==> src/rtl/stopwatch_ctrl.sv <==
// rtl/stopwatch_ctrl.sv - stopwatch control sequencer (lap/display-freeze option: STOPWATCH_LAP_EN)
module stopwatch_ctrl #(
  parameter int TICK_DIV  = 1000000,
  parameter int DB_CYCLES = 500000
) (
  input  logic        clk,
  input  logic        reset,
  input  logic        btn_start,
  input  logic        btn_clear,
  input  logic        sw_down,
  input  logic        sw_load,
  input  logic [7:0]  sw_value,
  input  logic [15:0] cnt_digits,
  input  logic        btn_lap,
  output logic        cnt_en,
  output logic        cnt_clr,
  output logic        cnt_load,
  output logic [7:0]  load_value,
  output logic        decrement,
  output logic [1:0]  state,
  output logic        expired,
  output logic        disp_freeze
);

  typedef enum logic [1:0] {
    IDLE  = 2'd0,
    RUN   = 2'd1,
    PAUSE = 2'd2,
    DONE  = 2'd3
  } state_t;

  localparam int BTN_START = 0;
  localparam int BTN_CLEAR = 1;
`ifdef STOPWATCH_LAP_EN
  localparam int BTN_LAP = 2;
  localparam int NB      = 3;
`else
  localparam int NB      = 2;
`endif

  localparam int TW  = (TICK_DIV > 1) ? $clog2(TICK_DIV) : 1;
  localparam int DBW = (DB_CYCLES > 1) ? $clog2(DB_CYCLES) : 1;
  localparam logic [TW-1:0]  TICK_LAST = TW'(TICK_DIV - 1);
  localparam logic [DBW-1:0] DB_LAST   = DBW'(DB_CYCLES - 1);

  logic [NB-1:0]  btn_raw;
  logic [NB-1:0]  sync_a;
  logic [NB-1:0]  sync_b;
  logic [NB-1:0]  db_lvl;
  logic [NB-1:0]  db_lvl_d;
  logic [NB-1:0]  press;
  logic [DBW-1:0] db_cnt [NB];

  state_t         state_q;
  state_t         state_next;
  logic [TW-1:0]  presc;
  logic           start_press;
  logic           clear_press;
  logic           cnt_zero;
  logic           cnt_max;
  logic           term;
  logic           tick;

`ifdef STOPWATCH_LAP_EN
  assign btn_raw = {btn_lap, btn_clear, btn_start};
`else
  assign btn_raw = {btn_clear, btn_start};
  logic unused_lap;
  assign unused_lap = btn_lap;
`endif

  // Per button: two-flop synchroniser, stability-counting debouncer, registered rising-edge pulse
  always_ff @(posedge clk) begin
    if (reset) begin
      sync_a   <= '0;
      sync_b   <= '0;
      db_lvl   <= '0;
      db_lvl_d <= '0;
      press    <= '0;
      for (int i = 0; i < NB; i++) db_cnt[i] <= '0;
    end else begin
      sync_a   <= btn_raw;
      sync_b   <= sync_a;
      db_lvl_d <= db_lvl;
      press    <= db_lvl & ~db_lvl_d;
      for (int i = 0; i < NB; i++) begin
        if (sync_b[i] == db_lvl[i]) begin
          db_cnt[i] <= '0;
        end else if (db_cnt[i] == DB_LAST) begin
          db_lvl[i] <= sync_b[i];
          db_cnt[i] <= '0;
        end else begin
          db_cnt[i] <= db_cnt[i] + DBW'(1);
        end
      end
    end
  end

  assign start_press = press[BTN_START];
  assign clear_press = press[BTN_CLEAR];

  assign cnt_zero = (cnt_digits == 16'h0000);
  assign cnt_max  = (cnt_digits == 16'h9999);
  assign term     = decrement ? cnt_zero : cnt_max;
  assign tick     = (state_q == RUN) && (presc == TICK_LAST);

  // Next-state logic: clear wins over everything, saturation wins over a start press in RUN
  always_comb begin
    state_next = state_q;
    if (clear_press) begin
      state_next = IDLE;
    end else begin
      case (state_q)
        IDLE:    if (start_press && !term) state_next = RUN;
        RUN:     if (term) state_next = DONE;
                 else if (start_press) state_next = PAUSE;
        PAUSE:   if (start_press) state_next = RUN;
        default: state_next = DONE;
      endcase
    end
  end

  // State register
  always_ff @(posedge clk) begin
    if (reset) state_q <= IDLE;
    else       state_q <= state_next;
  end

  // Prescaler advances only while running, so a pause keeps the partial interval
  always_ff @(posedge clk) begin
    if (reset || clear_press) begin
      presc <= '0;
    end else if (state_q == RUN) begin
      presc <= (presc == TICK_LAST) ? '0 : presc + TW'(1);
    end
  end

  // Direction latches only while idle; load value is re-sampled and clamped to BCD every cycle
  always_ff @(posedge clk) begin
    if (reset) begin
      decrement  <= 1'b0;
      load_value <= 8'h00;
    end else begin
      if (state_q == IDLE) decrement <= sw_down;
      load_value <= {(sw_value[7:4] > 4'd9) ? 4'd9 : sw_value[7:4],
                     (sw_value[3:0] > 4'd9) ? 4'd9 : sw_value[3:0]};
    end
  end

`ifdef STOPWATCH_LAP_EN
  // Lap press toggles the display hold while timing; leaving for IDLE or DONE releases it
  always_ff @(posedge clk) begin
    if (reset) begin
      disp_freeze <= 1'b0;
    end else if (state_next == IDLE || state_next == DONE) begin
      disp_freeze <= 1'b0;
    end else if (press[BTN_LAP] && (state_q == RUN || state_q == PAUSE)) begin
      disp_freeze <= ~disp_freeze;
    end
  end
`else
  assign disp_freeze = 1'b0;
`endif

  assign cnt_en   = tick && !term;
  assign cnt_clr  = clear_press;
  assign cnt_load = clear_press && sw_load;
  assign state    = state_q;
  assign expired  = (state_q == DONE);

endmodule

==> config.mk <==
export PLATFORM = sky130hd
export DESIGN_NAME = stopwatch_ctrl
export DESIGN_NICKNAME = d
export VERILOG_FILES = /design/src/rtl/stopwatch_ctrl.sv
export SDC_FILE = /design/constraint.sdc
export NUM_CORES = 1
export LEC_CHECK = 0
export ABC_AREA = 1
export CAP_MARGIN = 10
export CORE_MARGIN = 5
export CORE_UTILIZATION = 40
export DETAILED_ROUTE_END_ITERATION = 8
export SLEW_MARGIN = 10
export SYNTH_ARGS = -nofsm -noshare
export SYNTH_HDL_FRONTEND = slang
export SYNTH_SLANG_ARGS = --single-unit
==> constraint.sdc <==
create_clock -name clk -period 2.25 [get_ports clk]
set_input_delay 0.45 -clock clk [delete_from_list [all_inputs] [get_ports clk]]
set_output_delay 0.45 -clock clk [all_outputs]
set_load 0.03 [all_outputs]
Figure 1. Cell placement (run 1).
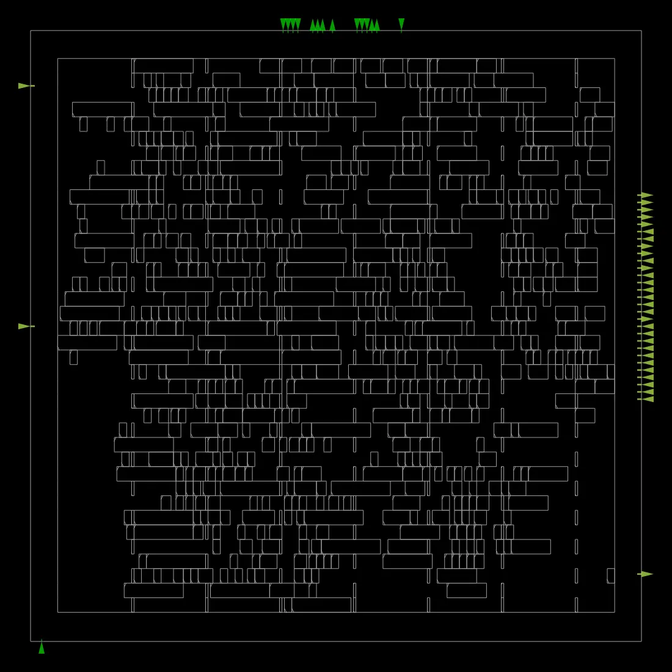
Filler cells: 1091
TAP cells: 140
row count: 38

Figure 2. Sequential cells grouped by signal name (run 1).
Drawn at 4 px/um.
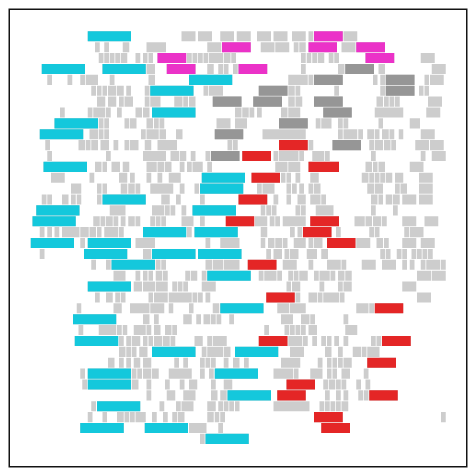
- load_value: magenta (placed flops 8)
- presc: red (placed flops 20)
- db_cnt: cyan (placed flops 38)
- not colored: 13

Figure 3. Metal layers overlaid (run 1).
Drawn at 3 px/um. Only two layers are drawn.
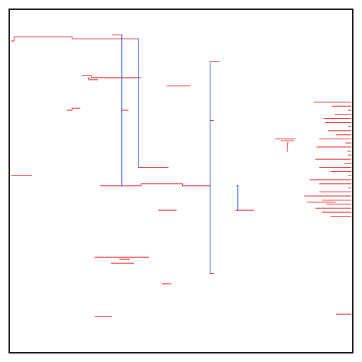
- metal 3: red (wire length 430 um)
- metal 4: blue (wire length 172 um)

[run 1: cell type report]
type                    count  area share
clock buffers              10     0.02817
clock inverters             6     0.01207
inverters                  84     0.05966
multi-input cells         420      0.4098
repair buffers             46     0.08570
flip-flops and latches     79      0.3714
well taps                 140     0.03314
[run 1: power by group through the flow]
stage	Clock [mW]	Combinational, mW	Sequential, mW
floorplan	0	0.106	1.62
global placement	0	0.219	1.61
detailed placement	0	0.220	1.61
CTS	1.19	0.222	1.58
global route	1.25	0.248	1.59
finish	1.14	0.223	1.58
[run 1: registers in the layout, summed over array words and instances (netlist names)]
signal / flops
db_cnt: 38
db_lvl: 2
db_lvl_d: 2
decrement: 1
load_value: 8
presc: 20
press: 2
state: 2
sync_a: 2
sync_b: 2
==> flow_summary.json, run 1 <==
{
  "antennaDiodeCount": 0,
  "cts_tree": "yes",
  "clockPowerShare": 0.388,
  "vdd_drop_max_uv": 302.2,
  "cp_num_buf_inv": 2,
  "port_buffers": 44,
  "syn_area_um2": 4328,
  "cts_buffer_depth": 2,
  "ys_seq_share": 0.4533,
  "grt_pass1_vias": 3490,
  "common_cells": "nor2_1 (102), nand2_1 (92), inv_1 (76)",
  "grtUsageMet2": 0.2404,
  "startpoint": "cnt_digits[1]",
  "dpl.cell_count": 769,
  "fmax_mhz": 465.9,
  "arrival_ps": 1700,
  "cts_sinks": 79,
  "yosysTopAreaCell": "edfxtp_1",
  "crit_chain": "clkdlybuf4s50_1 > nor2_1 > nand2_1 > nor2_1 > nand3_1 > nand2_1 > nor2_1 > buf_4",
  "most_common_cell": "nor2_1",
  "critical_path_required_ps": 1800,
  "critPathTopFamily": "simple AND/OR/NAND/NOR gates",
  "first_pass_iters": 5,
  "hold_ws_ps": 389.3,
  "cp_max_fo": 3,
  "cts_setup_buffers": 0,
  "topRoutingLayerUsed": "met4",
  "cap_violations": 0,
  "rsz0062_at_grt": "no",
  "warning_count": 27,
  "hp-class": "reg2reg",
  "grt_antenna_before_repair": 0,
  "instances_no_fill": 785,
  "lay_top_count": "nor2_1",
  "hpwlAfterDp_um": 6969,
  "grt_util_met3": 0.02865,
  "cts_hold_buf": 0,
  "period_used_share": 0.9540,
  "synthFlopType": "dfxtp_1",
  "area_leaders": "edfxtp_1 (26%), dfxtp_1 (19%), nor2_1 (8.8%)",
  "cp_slowest_cell": "clkdlybuf4s50_1",
  "p_total_mw": 2.947,
  "internal-power_mw": 2.226,
  "wl_met1_um": 4314,
  "status": "finished, final reports clean",
  "yosys-stat-area_um2": 4328,
  "end_kind": "primary output",
  "skew_ps": 7.698,
  "grt_busiest_layer": "met2",
  "fp-utilization": 0.4028,
  "avgSynthCellArea_um2": 7.869,
  "worstSetupEndpoint": "cnt_en",
  "ff2ff_path_depth": 7,
  "pwr-share-comb": 0.076,
  "antenna_left": 0,
  "chipArea_um2": 13000,
  "setup_violations": 0,
  "synth.yosys.warnings": 0,
  "xor_area_frac": 0.04857,
  "p_sw_uw": 720.8,
  "overflow": 0,
  "fin_area_um2": 5285,
  "min_path_cells": 1,
  "numCtsBuffers": 9,
  "met2_length_um": 4181,
  "cts-root-buf": "clkbuf_8",
  "synth_flop_count": 79,
  "use_met1": 0.1923,
  "cts_resized": 0,
  "drv_slew": 0,
  "post-route-util": 0.4918,
  "r2r_start": "db_cnt[1][0]",
  "ios": 47,
  "syn2layout_area_growth_pct": 22.12,
  "yosys_cells": 550,
  "wl_met3_um": 429,
  "synth-compound-area-share": 0.04712,
  "ys_sh_simple": 0.3608,
  "place.gp.congestion": 0.8390,
  "design.core.area_um2": 10750,
  "fin_ws_ps": 103.4,
  "hold_start": "db_lvl_d[1]",
  "critPathMostFrequentCell": "nor2_1",
  "whs_endpoint": "press[1]",
  "swShare": 0.2446,
  "insertion_delay_ps": 360,
  "syn_inst": 550,
  "synth_cell_types": 37,
  "dpl_worst_slack_ps": 77.16,
  "remaining_drc_errors": 0,
  "grt_max_degree": 19,
  "r2r-end": "db_cnt[1][8]",
  "rrSetupSlack_ps": 440,
  "post_dp_cell_area_um2": 5065,
  "ys_sh_adder": 0.008673,
  "comb_area_um2": 2166,
  "logic_family": "simple AND/OR/NAND/NOR gates",
  "top_area_frac": 0.2637,
  "via_per_inst": 4.666,
  "regArea_um2": 1963,
  "grt_usage": 0.1492,
  "drive_gt1_frac": 0.1008,
  "die_y_um": 114.0,
  "cp_num_cells": 8,
  "crit_type": "in2out",
  "start_kind": "primary input",
  "fp.dieW_um": 114.0,
  "grt_pass1_wl_um": 15730,
  "path_clk_slew_ps": 80,
  "vias": 3663,
  "nets": 674,
  "max_stage_delay_ps": 390,
  "final_cell_mix": "nor2_1 (102), nand2_1 (92), inv_1 (76), clkdlybuf4s50_1 (43), dfxtp_1 (40)",
  "wl_per_cell_um": 11.59,
  "drt_iter0_drc": 203,
  "cts_max_level": 3,
  "fin_tns_setup_ps": 0,
  "routed_wl_um": 9097,
  "synthArstFlopShare": 0,
  "powerDensity_nw_per_um2": 557.6,
  "power.leakage_nw": 2.123,
  "layout_min_cycle_time_ps": 2147,
  "hold_viol": 0,
  "mux_area_frac": 0,
  "edf_count": 38,
  "power_frac_seq": 0.536
}
==> run 2, diff against run 1 <==
Settings changed: PLACE_DENSITY set to 0.7.
Clock period 2.25 ns to 1.8 ns, I/O delays scaled along.
Figure 4. Metal layers overlaid (run 2).
Drawn at 3 px/um. Only two layers are drawn.
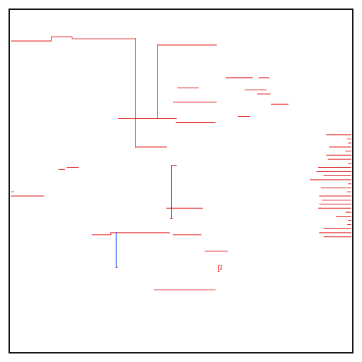
- metal 3: red (wire length 426 um)
- metal 4: blue (wire length 89.8 um)

Figure 5. Signal metal coverage by tile (run 2).
Drawn at 3 px/um. 23 x 23 tiles, from dark blue (low) to red (high), scaled to the fullest tile. Values are wire area over tile area, all layers added.
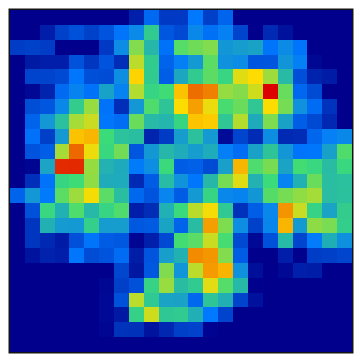
- tiles over half the peak: 17%
- mean over tiles: 0.12
- fullest tile: 0.45
- emptiest ninth of the die: lower left
- nearly empty tiles: 28%
- densest ninth of the die: top center

==> run 2 against run 1 <==
  * The run now ends with setup timing left
  * Clock-buffer cell count up 2
  * Synthesized cell count unchanged
  * Cell count is 3.8% higher
  * First-iteration DRC count shrank 20%
  * Worst hold slack improved by 5.3 ps
  * Critical endpoint unchanged
==> flow_summary.json, run 2 <==
{
  "rsz0062_at_grt": "yes",
  "max_stage_delay_ps": 360,
  "drv_slew": 0,
  "cts-root-buf": "clkbuf_8",
  "p_sw_uw": 851.3,
  "design.core.area_um2": 10750,
  "min_path_cells": 1,
  "p_seq_mw": 1.97,
  "fp.dieW_um": 114.0,
  "ys_seq_share": 0.4533,
  "chipArea_um2": 13000,
  "clock_area_frac": 0.03166,
  "synth_flop_count": 79,
  "first_pass_iters": 4,
  "post_dp_cell_area_um2": 5228,
  "r2r-end": "presc[16]",
  "port_buffers": 44,
  "yosysTopAreaCell": "edfxtp_1",
  "lay_top_count": "nor2_1",
  "wl_met3_um": 426,
  "syn_area_um2": 4328,
  "grt_usage": 0.1505,
  "place.gp.congestion": 0.8753,
  "p_total_mw": 3.488,
  "cp_num_buf_inv": 2,
  "largest_cell_class": "multi-input combinational cells",
  "met2_length_um": 4465,
  "startpoint": "presc[1]",
  "whs_endpoint": "press[0]",
  "synth-compound-area-share": 0.04712,
  "overflow": 0,
  "post-route-util": 0.5186,
  "cp_slowest_cell": "dfxtp_2",
  "routed_wl_um": 9548,
  "seq_share": 0.3541,
  "hp-class": "reg2reg",
  "grt_util_met3": 0.03501,
  "fmax_mhz": 538.1,
  "logic_family": "simple AND/OR/NAND/NOR gates",
  "antenna_left": 0,
  "grt_max_degree": 19,
  "arrival_ps": 1500,
  "fp-utilization": 0.4028,
  "synth_cell_types": 37,
  "ios": 47,
  "r2r_start": "presc[1]",
  "yosys-stat-area_um2": 4328,
  "n_all_inverters": 84,
  "setup_violations": 1,
  "grt_pass1_wl_um": 16240,
  "grt_antenna_before_repair": 0,
  "ys_sh_simple": 0.3608,
  "grt_busiest_layer": "met2",
  "worstSetupEndpoint": "cnt_en",
  "violations": "setup timing",
  "power_frac_seq": 0.566,
  "warning_count": 29,
  "avgSynthCellArea_um2": 7.869,
  "final_cell_mix": "nor2_1 (96), nand2_1 (92), inv_1 (74), conb_1 (39), edfxtp_1 (38)",
  "critical_path_required_ps": 1440,
  "skew_ps": 13.26,
  "cts_buffer_depth": 2,
  "top_area_frac": 0.2637,
  "cts_setup_buffers": 0,
  "comb_cells": 421,
  "antennaDiodeCount": 0,
  "comb_share": 0.4012,
  "via_per_inst": 4.664,
  "grtUsageMet2": 0.2455,
  "buf_share": 0.1246,
  "period_used_share": 1.032,
  "nets": 704,
  "nonClockBufferCount": 75,
  "nWellTaps": 140,
  "vdd_drop_max_uv": 326.5,
  "synthFlopType": "dfxtp_1",
  "yosys_cells": 550,
  "internal-power_mw": 2.637,
  "ys_sh_adder": 0.008673,
  "cts_max_level": 3,
  "cts_hold_buf": 0,
  "hold_ws_ps": 394.6,
  "edf_count": 38,
  "status": "complete, but fails checks",
  "wl_per_cell_um": 11.72,
  "row_count": 38,
  "use_met1": 0.1998,
  "drive_gt1_frac": 0.1644,
  "most_common_cell": "nor2_1",
  "powerDensity_nw_per_um2": 625.9,
  "clockPowerShare": 0.346,
  "swShare": 0.2440,
  "rrSetupSlack_ps": 150,
  "power-top-group": "sequential cells",
  "drt_iter0_drc": 163,
  "powerClk_mw": 1.21,
  "fin_ws_ps": -58.34,
  "cp_num_cells": 6,
  "remaining_drc_errors": 0,
  "critPathTopFamily": "simple AND/OR/NAND/NOR gates",
  "crit_type": "reg2out",
  "numCtsBuffers": 9,
  "path_clk_slew_ps": 80,
  "comb_area_um2": 2236,
  "crit_chain": "ha_4 > inv_4 > nor3_4 > nand3_2 > nor2_2 > buf_6",
  "cp_max_fo": 2,
  "biggestRegsByFlops": "db_cnt: 38 flops, presc: 20 flops, load_value: 8 flops",
  "topRoutingLayerUsed": "met4",
  "cts_sinks": 79,
  "pwr-share-comb": 0.089,
  "seq_cells": 79,
  "syn_inst": 550,
  "regArea_um2": 1973,
  "comb-power_uw": 309,
  "xor_area_frac": 0.04857,
  "hpwlAfterDp_um": 7205,
  "ff2ff_path_depth": 10,
  "area_leaders": "edfxtp_1 (26%), dfxtp_1 (19%), nor2_1 (8.8%)",
  "synthArstFlopShare": 0,
  "fin_tns_setup_ps": -58.34,
  "die_y_um": 114.0,
  "fin_area_um2": 5573,
  "largest_reg_flops": 38,
  "common_cells": "nor2_1 (102), nand2_1 (92), inv_1 (76)",
  "fillers": 1063,
  "end_kind": "primary output",
  "power.leakage_nw": 2.382,
  "hold_viol": 0,
  "vias": 3801
}
## run 2: cell types whose count changed in the layout (fill, tap and decap cells not counted), sizes merged
cell,delta
nand2,+1
clkinvlp,+1
clkbuf,+2
bufinv,-1
dlymetal6s2s,+11
buf,+30
clkinv,+1
inv,-3
clkdlybuf4s50,-16
dlygate4sd2,+4
## run 2: worst register-to-register path, stage by stage (launching register included)
cell and delay [ps]:
dfxtp_2 360, ha_4 160, inv_4 40, nor3_4 200, buf_4 130, buf_4 100, nand4_1 150, nand2_2 240
inv_2 60, nand2_1 60, nor2_1 30
## run 2: metrics by stage
step | cells | setup slack, ps
after floorplan | 587 | 93.83
after global placement | 791 | -176.1
after detailed placement | 791 | -234.7
after CTS | 807 | -140.3
after global routing | 815 | -124.7
final | 815 | -58.34
==> run 3, diff against run 2 <==
Settings changed: GPL_TIMING_DRIVEN set to 0.
Figure 6. Metal layers overlaid (run 3).
Drawn at 3 px/um. Only two layers are drawn.
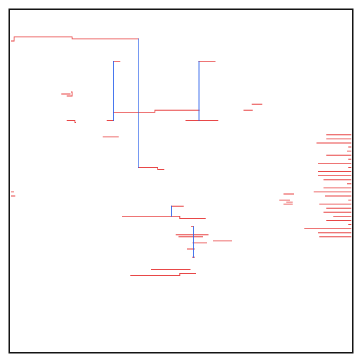
- metal 3: red (wire length 426 um)
- metal 4: blue (wire length 95.9 um)

Figure 7. Signal metal coverage by tile (run 3).
Drawn at 3 px/um. 23 x 23 tiles, from dark blue (low) to red (high), scaled to the fullest tile. Values are wire area over tile area, all layers added.
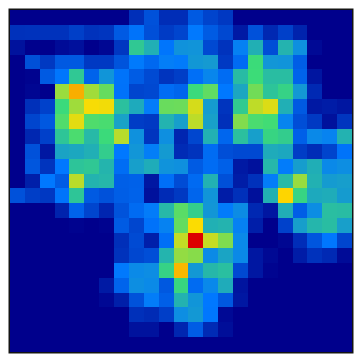
- mean over tiles: 0.11
- fullest tile: 0.58
- emptiest ninth of the die: lower left
- tiles over half the peak: 7.0%
- nearly empty tiles: 33%

==> run 3 against run 2 <==
  * The run still ends with setup timing left
  * Worst setup slack worse by 44 ps
  * Clock power up 8%
  * Synthesized cell count unchanged
  * Register-to-register slack worse by 20 ps
  * Via count down 0.45%
  * Worst hold slack worse by 2.5 ps
  * Wire length down 7.7%
  * Area after synthesis unchanged
  * Cell area down 2.1%
==> flow_summary.json, run 3 <==
{
  "instances_no_fill": 798,
  "met2_length_um": 4090,
  "ys_sh_simple": 0.3608,
  "hp-class": "reg2reg",
  "synth.yosys.warnings": 0,
  "yosysTopAreaCell": "edfxtp_1",
  "syn_area_um2": 4328,
  "drt_iter0_drc": 198,
  "synth_flop_count": 79,
  "chipArea_um2": 13000,
  "cts_max_level": 3,
  "cts_setup_buffers": 1,
  "dpl_worst_slack_ps": -648.5,
  "topRoutingLayerUsed": "met4",
  "cts_hold_buf": 0,
  "grt_pass1_wl_um": 15130,
  "relSlewSlack": 0.6665,
  "cp_max_fo": 4,
  "drv_slew": 0,
  "crit_type": "reg2out",
  "antennaDiodeCount": 0,
  "period_used_share": 1.057,
  "grt_pass1_vias": 3512,
  "fin_tns_setup_ps": -102.6,
  "critical_path_required_ps": 1440,
  "cts_buffer_depth": 2,
  "comb_area_um2": 2247,
  "cts_sinks": 79,
  "row_count": 38,
  "lay_top_count": "nor2_1",
  "vias": 3784,
  "fillers": 1073,
  "ys_sh_adder": 0.008673,
  "comb_cells": 420,
  "grt_max_degree": 15,
  "mux_area_frac": 0,
  "synthArstFlopShare": 0,
  "xor_area_frac": 0.04857,
  "ys_seq_share": 0.4533,
  "grt_util_met3": 0.03873,
  "clock_area_frac": 0.03555,
  "largest_cell_class": "multi-input combinational cells",
  "cap_violations": 0,
  "p_total_mw": 3.579,
  "logic_family": "simple AND/OR/NAND/NOR gates",
  "fin_area_um2": 5455,
  "comb_share": 0.4119,
  "grt_usage": 0.1414,
  "drive_gt1_frac": 0.1398,
  "seq_cells": 79,
  "fp.dieW_um": 114.0,
  "fmax_mhz": 525.6,
  "biggestRegsByFlops": "db_cnt: 38 flops, presc: 20 flops, load_value: 8 flops",
  "synth-compound-area-share": 0.04712,
  "status": "complete, but fails checks",
  "top_register": "db_cnt",
  "place.gp.congestion": 0.8729,
  "path_clk_slew_ps": 80,
  "die_y_um": 114.0,
  "violations": "setup timing",
  "yosys_cells": 550,
  "power.leakage_nw": 2.244,
  "tightest_slew_ps": 500.3,
  "routed_wl_um": 8809,
  "dpl.cell_count": 771,
  "via_per_inst": 4.742,
  "grtUsageMet2": 0.2291,
  "numCtsBuffers": 9,
  "grt_busiest_layer": "met2",
  "nWellTaps": 140,
  "fp-utilization": 0.4028,
  "clock_buffers": 9,
  "yosys-stat-area_um2": 4328,
  "synth_cell_types": 37,
  "avgSynthCellArea_um2": 7.869,
  "area_leaders": "edfxtp_1 (26%), dfxtp_1 (19%), nor2_1 (8.8%)",
  "n_all_inverters": 84,
  "nets": 687,
  "post_dp_cell_area_um2": 5082,
  "post-route-util": 0.5077,
  "hold_ws_ps": 392.2,
  "regArea_um2": 1968,
  "insertion_delay_ps": 360,
  "hold_viol": 0,
  "first_pass_iters": 4,
  "common_cells": "nor2_1 (102), nand2_1 (92), inv_1 (76)",
  "buf_share": 0.1018,
  "port_buffers": 44,
  "setup_violations": 1,
  "wl_met1_um": 4197,
  "powerDensity_nw_per_um2": 656.1,
  "arrival_ps": 1540,
  "cts_tree": "yes",
  "warning_count": 29,
  "layout_min_cycle_time_ps": 1903,
  "syn2layout_area_growth_pct": 26.05,
  "end_kind": "primary output",
  "remaining_drc_errors": 0,
  "skew_ps": 11.02,
  "ios": 47,
  "use_met1": 0.1790,
  "hpwlAfterDp_um": 6731,
  "start_kind": "flop",
  "antenna_left": 0,
  "design.core.area_um2": 10750,
  "final_cell_mix": "nor2_1 (98), nand2_1 (91), inv_1 (75), conb_1 (39)",
  "most_common_cell": "nor2_1",
  "seq_share": 0.3608,
  "vdd_drop_max_uv": 330.4,
  "largest_reg_flops": 38,
  "top_area_frac": 0.2637,
  "cts_resized": 25,
  "rsz0062_at_grt": "yes",
  "nonClockBufferCount": 59,
  "wl_met3_um": 425,
  "syn_inst": 550,
  "synthFlopType": "dfxtp_1",
  "overflow": 0,
  "wl_per_cell_um": 11.04,
  "grt_antenna_before_repair": 0,
  "fin_ws_ps": -102.6,
  "edf_count": 38,
  "cts-root-buf": "clkbuf_8"
}
run 3: worst max-delay path: stages, from the launching register on:
cell     delay, ps
dfxtp_4        370
ha_4           130
inv_2           40
nor3_4         280
nand3_2        110
nor2_2         120
buf_6          140
run 3: where the power goes:
group,total [mW],switching [mW],internal [mW]
clock network,1.31,0.667,0.642
registers,1.98,0.0453,1.93
logic,0.294,0.165,0.129
total,3.58,0.878,2.70
run 3: path summary, 6_finish.rpt:
check / slack, ps / cells after the start / startpoint / end
worst max-delay path: -100 / 6 / presc[0] / cnt_en
worst min-delay path: 390 / 1 / db_lvl_d[1] / press[1]
worst max register to register: 130 / 9 / db_cnt[0][1] / db_cnt[0][16]
worst min register to register: 390 / 1 / db_lvl_d[1] / press[1]
Power figures rest on the tool's default switching activity, not on a simulated workload.
